clock_map.png
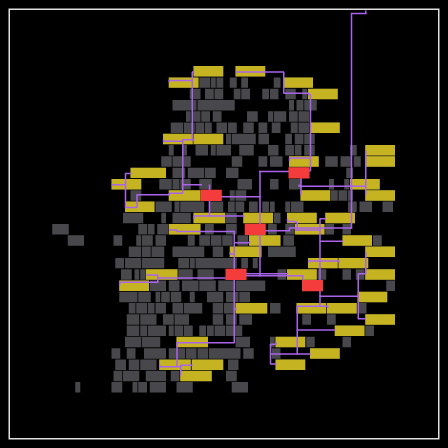
gate_families.png
Bar = 20 um.
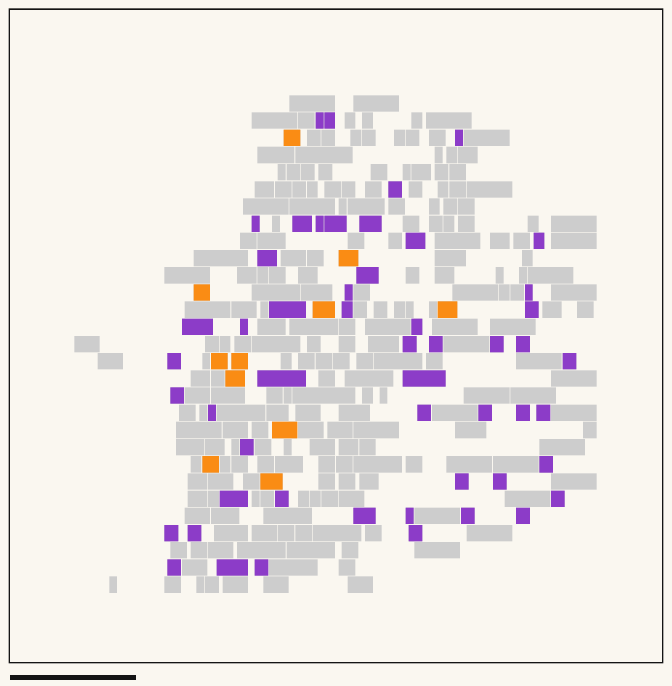
File: config.mk
export PLATFORM = sky130hd
export DESIGN_NAME = sobel_window_ctrl
export DESIGN_NICKNAME = d
export VERILOG_FILES = /design/src/rtl/sobel_window_ctrl.sv
export SDC_FILE = /design/constraint.sdc
export NUM_CORES = 1
export LEC_CHECK = 0
export CAP_MARGIN = 10
export CORE_MARGIN = 10
export CORE_UTILIZATION = 29
export DETAILED_ROUTE_END_ITERATION = 7
export DONT_BUFFER_PORTS = 1
export PLACE_DENSITY_LB_ADDON = 0.2
export SYNTH_ARGS = -nofsm -noshare
export SYNTH_HDL_FRONTEND = slang
export SYNTH_SLANG_ARGS = --single-unit
export TNS_END_PERCENT = 100
File: constraint.sdc
create_clock -name clk -period 1.5 [get_ports clk]
set_input_delay 0.3 -clock clk [delete_from_list [all_inputs] [get_ports clk]]
set_output_delay 0.3 -clock clk [all_outputs]
set_load 0.02 [all_outputs]
File: src/rtl/sobel_window_ctrl.sv
// -----------------------------------------------------------------------------
// sobel_window_ctrl
//
// Sequencer for the Sobel line-buffer datapath. Tracks the column/row position
// of the incoming VGA pixel stream, rotates three line buffers, drives the
// line-buffer write controls and delays the sync signals by the datapath
// latency. Output pixels whose 3x3 window is incomplete can be flagged.
//
// Optional feature macro: SOBEL_BORDER_MASK_EN
//   defined     : border_o flags incomplete-window pixels, win_valid_o excludes them
//   not defined : border_o tied to 0, win_valid_o = dv_o while a frame is active
//
// Parameters
//   MAX_WIDTH : maximum active pixels per line (AW = $clog2(MAX_WIDTH))
//   ROW_W     : row counter width
//   LATENCY   : dv_i sample to dv_o delay in cycles (1..16)
//
// Ports
//   clk, rst                  : clock, synchronous active-high reset
//   dv_i, hs_i, vs_i          : input pixel valid, hsync, vsync (active-high)
//   lb_we_o, lb_addr_o        : line-buffer write enable / address (combinational)
//   lb_wsel_o                 : buffer being written (0..2)
//   lb_rsel0_o, lb_rsel1_o    : buffers holding row-1 and row-2
//   dv_o, hs_o, vs_o          : inputs delayed by LATENCY
//   win_valid_o, border_o     : window status, aligned with dv_o
//   ovf_o                     : sticky line-overflow flag, cleared at frame start
// -----------------------------------------------------------------------------
module sobel_window_ctrl #(
    parameter int MAX_WIDTH = 1024,
    parameter int ROW_W     = 11,
    parameter int LATENCY   = 4,
    localparam int AW       = $clog2(MAX_WIDTH)
) (
    input  logic          clk,
    input  logic          rst,
    input  logic          dv_i,
    input  logic          hs_i,
    input  logic          vs_i,
    output logic          lb_we_o,
    output logic [AW-1:0] lb_addr_o,
    output logic [1:0]    lb_wsel_o,
    output logic [1:0]    lb_rsel0_o,
    output logic [1:0]    lb_rsel1_o,
    output logic          dv_o,
    output logic          hs_o,
    output logic          vs_o,
    output logic          win_valid_o,
    output logic          border_o,
    output logic          ovf_o
);

    typedef enum logic [1:0] {
        ST_IDLE = 2'd0,
        ST_FILL = 2'd1,
        ST_RUN  = 2'd2
    } state_t;

    localparam logic [ROW_W-1:0] ROW_MAX = '1;
    localparam logic [AW-1:0]    COL_MAX = AW'(MAX_WIDTH - 1);

    state_t            state_q, state_d;
    logic [AW-1:0]     col_q, col_d;
    logic [ROW_W-1:0]  row_q, row_d;
    logic [1:0]        wsel_q, wsel_d;
    logic [1:0]        rsel0_q, rsel0_d;
    logic [1:0]        rsel1_q, rsel1_d;
    logic              ovf_q, ovf_d;
    logic              vs_q;
    logic              dv_q;

    // Pipeline element: {window flag, vs, hs, dv}
    logic [3:0]        pipe_q [LATENCY];
    logic [3:0]        pipe_d [LATENCY];

    logic              frame_start;
    logic              line_end;
    logic              idle_eff;
    logic [AW-1:0]     col_eff;
    logic [ROW_W-1:0]  row_eff;
    logic              sat;
    logic              win_flag;

    // A frame start takes effect in the cycle it is seen, so a pixel arriving
    // together with the vs_i rise is already row 0 / col 0 of the new frame.
    always_comb begin
        frame_start = vs_i & ~vs_q & ~rst;
        line_end    = dv_q & ~dv_i;
        idle_eff    = (state_q == ST_IDLE) & ~frame_start;
        col_eff     = frame_start ? '0 : col_q;
        row_eff     = frame_start ? '0 : row_q;
        sat         = (col_eff == COL_MAX);

        lb_we_o     = dv_i & ~idle_eff & ~sat & ~rst;
        lb_addr_o   = col_eff;
        // Force buffer 0 for the pixel that coincides with frame start.
        lb_wsel_o   = frame_start ? 2'd0 : wsel_q;
        lb_rsel0_o  = rsel0_q;
        lb_rsel1_o  = rsel1_q;

`ifdef SOBEL_BORDER_MASK_EN
        win_flag    = idle_eff | (row_eff < ROW_W'(2)) | (col_eff < AW'(2));
`else
        win_flag    = ~idle_eff;
`endif
    end

    // Next-state for position counters, buffer rotation and FSM
    always_comb begin
        state_d = state_q;
        col_d   = col_q;
        row_d   = row_q;
        wsel_d  = wsel_q;
        ovf_d   = ovf_q;

        if (frame_start) begin
            state_d = ST_FILL;
            row_d   = '0;
            wsel_d  = 2'd0;
            ovf_d   = 1'b0;
            col_d   = dv_i ? AW'(1) : '0;
        end else begin
            if (line_end) begin
                col_d  = '0;
                row_d  = (row_q == ROW_MAX) ? row_q : row_q + ROW_W'(1);
                wsel_d = (wsel_q == 2'd2) ? 2'd0 : wsel_q + 2'd1;
                if (state_q == ST_FILL && row_q == ROW_W'(1)) begin
                    state_d = ST_RUN;
                end
            end else if (dv_i && !sat) begin
                col_d = col_q + AW'(1);
            end
            if (dv_i && sat) begin
                ovf_d = 1'b1;
            end
        end

        // Read selects trail the write select: row-1 and row-2 buffers
        case (wsel_d)
            2'd0:    begin rsel0_d = 2'd2; rsel1_d = 2'd1; end
            2'd1:    begin rsel0_d = 2'd0; rsel1_d = 2'd2; end
            default: begin rsel0_d = 2'd1; rsel1_d = 2'd0; end
        endcase
    end

    always_comb begin
        pipe_d[0] = {win_flag, vs_i, hs_i, dv_i};
        for (int i = 1; i < LATENCY; i++) begin
            pipe_d[i] = pipe_q[i-1];
        end
    end

    // Edge-detect copies follow their inputs even in reset so that a sync
    // already high when reset is released is not mistaken for a new edge.
    always_ff @(posedge clk) begin
        vs_q <= vs_i;
        dv_q <= dv_i;
        if (rst) begin
            state_q <= ST_IDLE;
            col_q   <= '0;
            row_q   <= '0;
            wsel_q  <= 2'd0;
            rsel0_q <= 2'd2;
            rsel1_q <= 2'd1;
            ovf_q   <= 1'b0;
            for (int i = 0; i < LATENCY; i++) begin
                pipe_q[i] <= '0;
            end
        end else begin
            state_q <= state_d;
            col_q   <= col_d;
            row_q   <= row_d;
            wsel_q  <= wsel_d;
            rsel0_q <= rsel0_d;
            rsel1_q <= rsel1_d;
            ovf_q   <= ovf_d;
            for (int i = 0; i < LATENCY; i++) begin
                pipe_q[i] <= pipe_d[i];
            end
        end
    end

    // Delayed outputs
    always_comb begin
        dv_o  = pipe_q[LATENCY-1][0];
        hs_o  = pipe_q[LATENCY-1][1];
        vs_o  = pipe_q[LATENCY-1][2];
        ovf_o = ovf_q;
`ifdef SOBEL_BORDER_MASK_EN
        border_o    = dv_o & pipe_q[LATENCY-1][3];
        win_valid_o = dv_o & ~border_o;
`else
        border_o    = 1'b0;
        win_valid_o = dv_o & pipe_q[LATENCY-1][3];
`endif
    end

endmodule

==> reports/metrics.yaml <==
worst_setup_path:
  slowest_stage: "dfxtp_2"
  cp-end-kind: "output pin"
  reg2reg_slack_ns: -0.25
  cp-start-kind: "flip-flop"
  path_cells: "nor3b_4 > buf_6 > buf_6 > and2b_1 > buf_6"
timing:
  skew_ns: 0.0121
  slew_viol_final: 0
  rsz0062_at_grt: "yes"
  finalSetupViolations: 22
  setup_ws_ns: -0.333
  final_hold_viol_count: 0
global_route:
  track_usage_pct: 9.87
worst_hold_path:
  holdPathStages: 0
logic_synthesis:
  syn-cell-area_um2: 2010
  syn_area_per_cell_um2: 9.16
  ys_chip_area_um2: 2010
  yosys_cells: 219
floorplanning:
  core.rowCount: 30
  fp_util_pct: 29.7
  core_area_um2: 6760
outcome:
  status: "finished, violations left"
  violations: "setup timing"
routing:
  ant_nets: 0
  wl_per_cell_um: 14.5
clock_tree:
  cts.path.max_buffers: 2
  cts-root-buf: "clkbuf_8"
pwr:
  power_density_nw_per_um2: 801
  ir_drop_mv: 0.337
  p_leak_nw: 1.10
placed_design:
  dpl_cell_area_um2: 2460
  gp_congestion: 0.811
  dp_hpwl_um: 3470
run:
  max_cap_viol_count: 0
cells_and_area:
  seq_area_um2: 958
  drive_above_1_share_pct: 41.0
  comb_area_um2: 1160
-- clock_map.png (at the start) --
Key: flip-flops = yellow [count 47]; cells driving clock nets = red [count 5]; clock wires = purple [length 581 um]
There are 6 routed clock nets.
Late-Pin Clk Latency: 0.30 ns
clock power share: 33.8%
P_clk: 0.000779 W

-- gate_families.png (at the start) --
Key: NOR gates = purple [cells 52]; AND-OR and OR-AND gates = orange [cells 11, where middle]
Comb/total area: 40.4%
Commonest Layout Cell: buf_4
Layout Cells excl Fill: 358

cells in the mapped netlist, types with 2 or more instances:
cell type,count
nor4_1,3
a31oi_1,3
a211oi_1,4
nand4_1,7
nor4b_1,2
o21ai_0,8
dfxtp_1,47
nand3b_1,2
clkbuf_1,6
a21oi_1,13
or3_1,7
and2b_1,3
buf_4,2
inv_1,7
nand2_1,11
nand3_1,5
or4_1,2
and4_1,3
nor2_1,13
buf_2,2
and2_1,2
and3_1,3
nor3_1,9
xnor2_1,2
o21a_1,5
nor2b_1,23
ha_1,3
flip-flops by register name, indices dropped and copies added (netlist names):
name / flops
col_q: 10
dv_q: 1
lb_rsel0_o: 1
lb_rsel1_o: 2
ovf_o: 1
pipe_q: 16
row_q: 11
state_q: 2
vs_q: 1
wsel_q: 2
power breakdown:
part / switching (W) / internal (W) / total [W] / leakage (nW)
Sequential: 0.0000275 / 0.00128 / 0.00131 / 0.388
Clock: 0.000445 / 0.000334 / 0.000779 / 0.0443
Combinational: 0.000103 / 0.000115 / 0.000218 / 0.671
Total: 0.000575 / 0.00173 / 0.00230 / 1.10
stage by stage:
step	TNS (ns)	cells	utilization, %
after CTS	-4.22	353	40.0
final	-4.47	358	42.6
after global routing	-6.08	358	42.6
after detailed placement	-0.308	340	36.4
after floorplan	-0.00212	219	-
after global placement	-0.158	340	36.4
cells by family (layout without fill, tap and decap cells):
| kind of cell | count (synthesis) | in the layout | share of synthesized area, % |
|---|---|---|---|
| DFF | 47 | 47 | 46.9 |
| adders and majority gates | 3 | 3 | 1.87 |
| AOI/OAI and AO/OA | 46 | 46 | 15.8 |
| xor gates and xnor gates | 3 | 3 | 1.31 |
| buffers and inverters | 17 | 76 | 3.68 |
| and+or+nand+nor | 102 | 102 | 30.3 |
| other | 1 | 1 | 0.187 |
worst max path at each step:
stage                         to  cells after the start
floorplan                lb_we_o                      3
finish              lb_addr_o[8]                      5
CTS                 lb_addr_o[8]                      5
global route             lb_we_o                      4
detailed placement       lb_we_o                      4
global placement         lb_we_o                      4
area by class of cell:
class | count | share of cell area, %
Multi-Input combinational cell | 155 | 40.4
Clock inverter | 3 | 0.869
Inverter | 7 | 0.913
Sequential cell | 47 | 33.3
Timing Repair Buffer | 61 | 18.7
Tap cell | 80 | 3.48
Clock buffer | 5 | 2.39
routing by layer:
layer	global-route usage, %	up-vias	part of all wire (%)
li1	-	913	-
met1	12.9	832	46
met2	14.8	45	45
met3	3.26	6	7.0
met4	3.64	0	1.5
met5	0	-	0
repair_timing:
action | CTS | global route
setup endpoints to repair | 18 | 34
pin swaps | 10 | 15
hold buffers | 0 | 0
setup buffers | 5 | 7
gates resized | 32 | 36
Power is estimated from default activity; no workload was simulated.
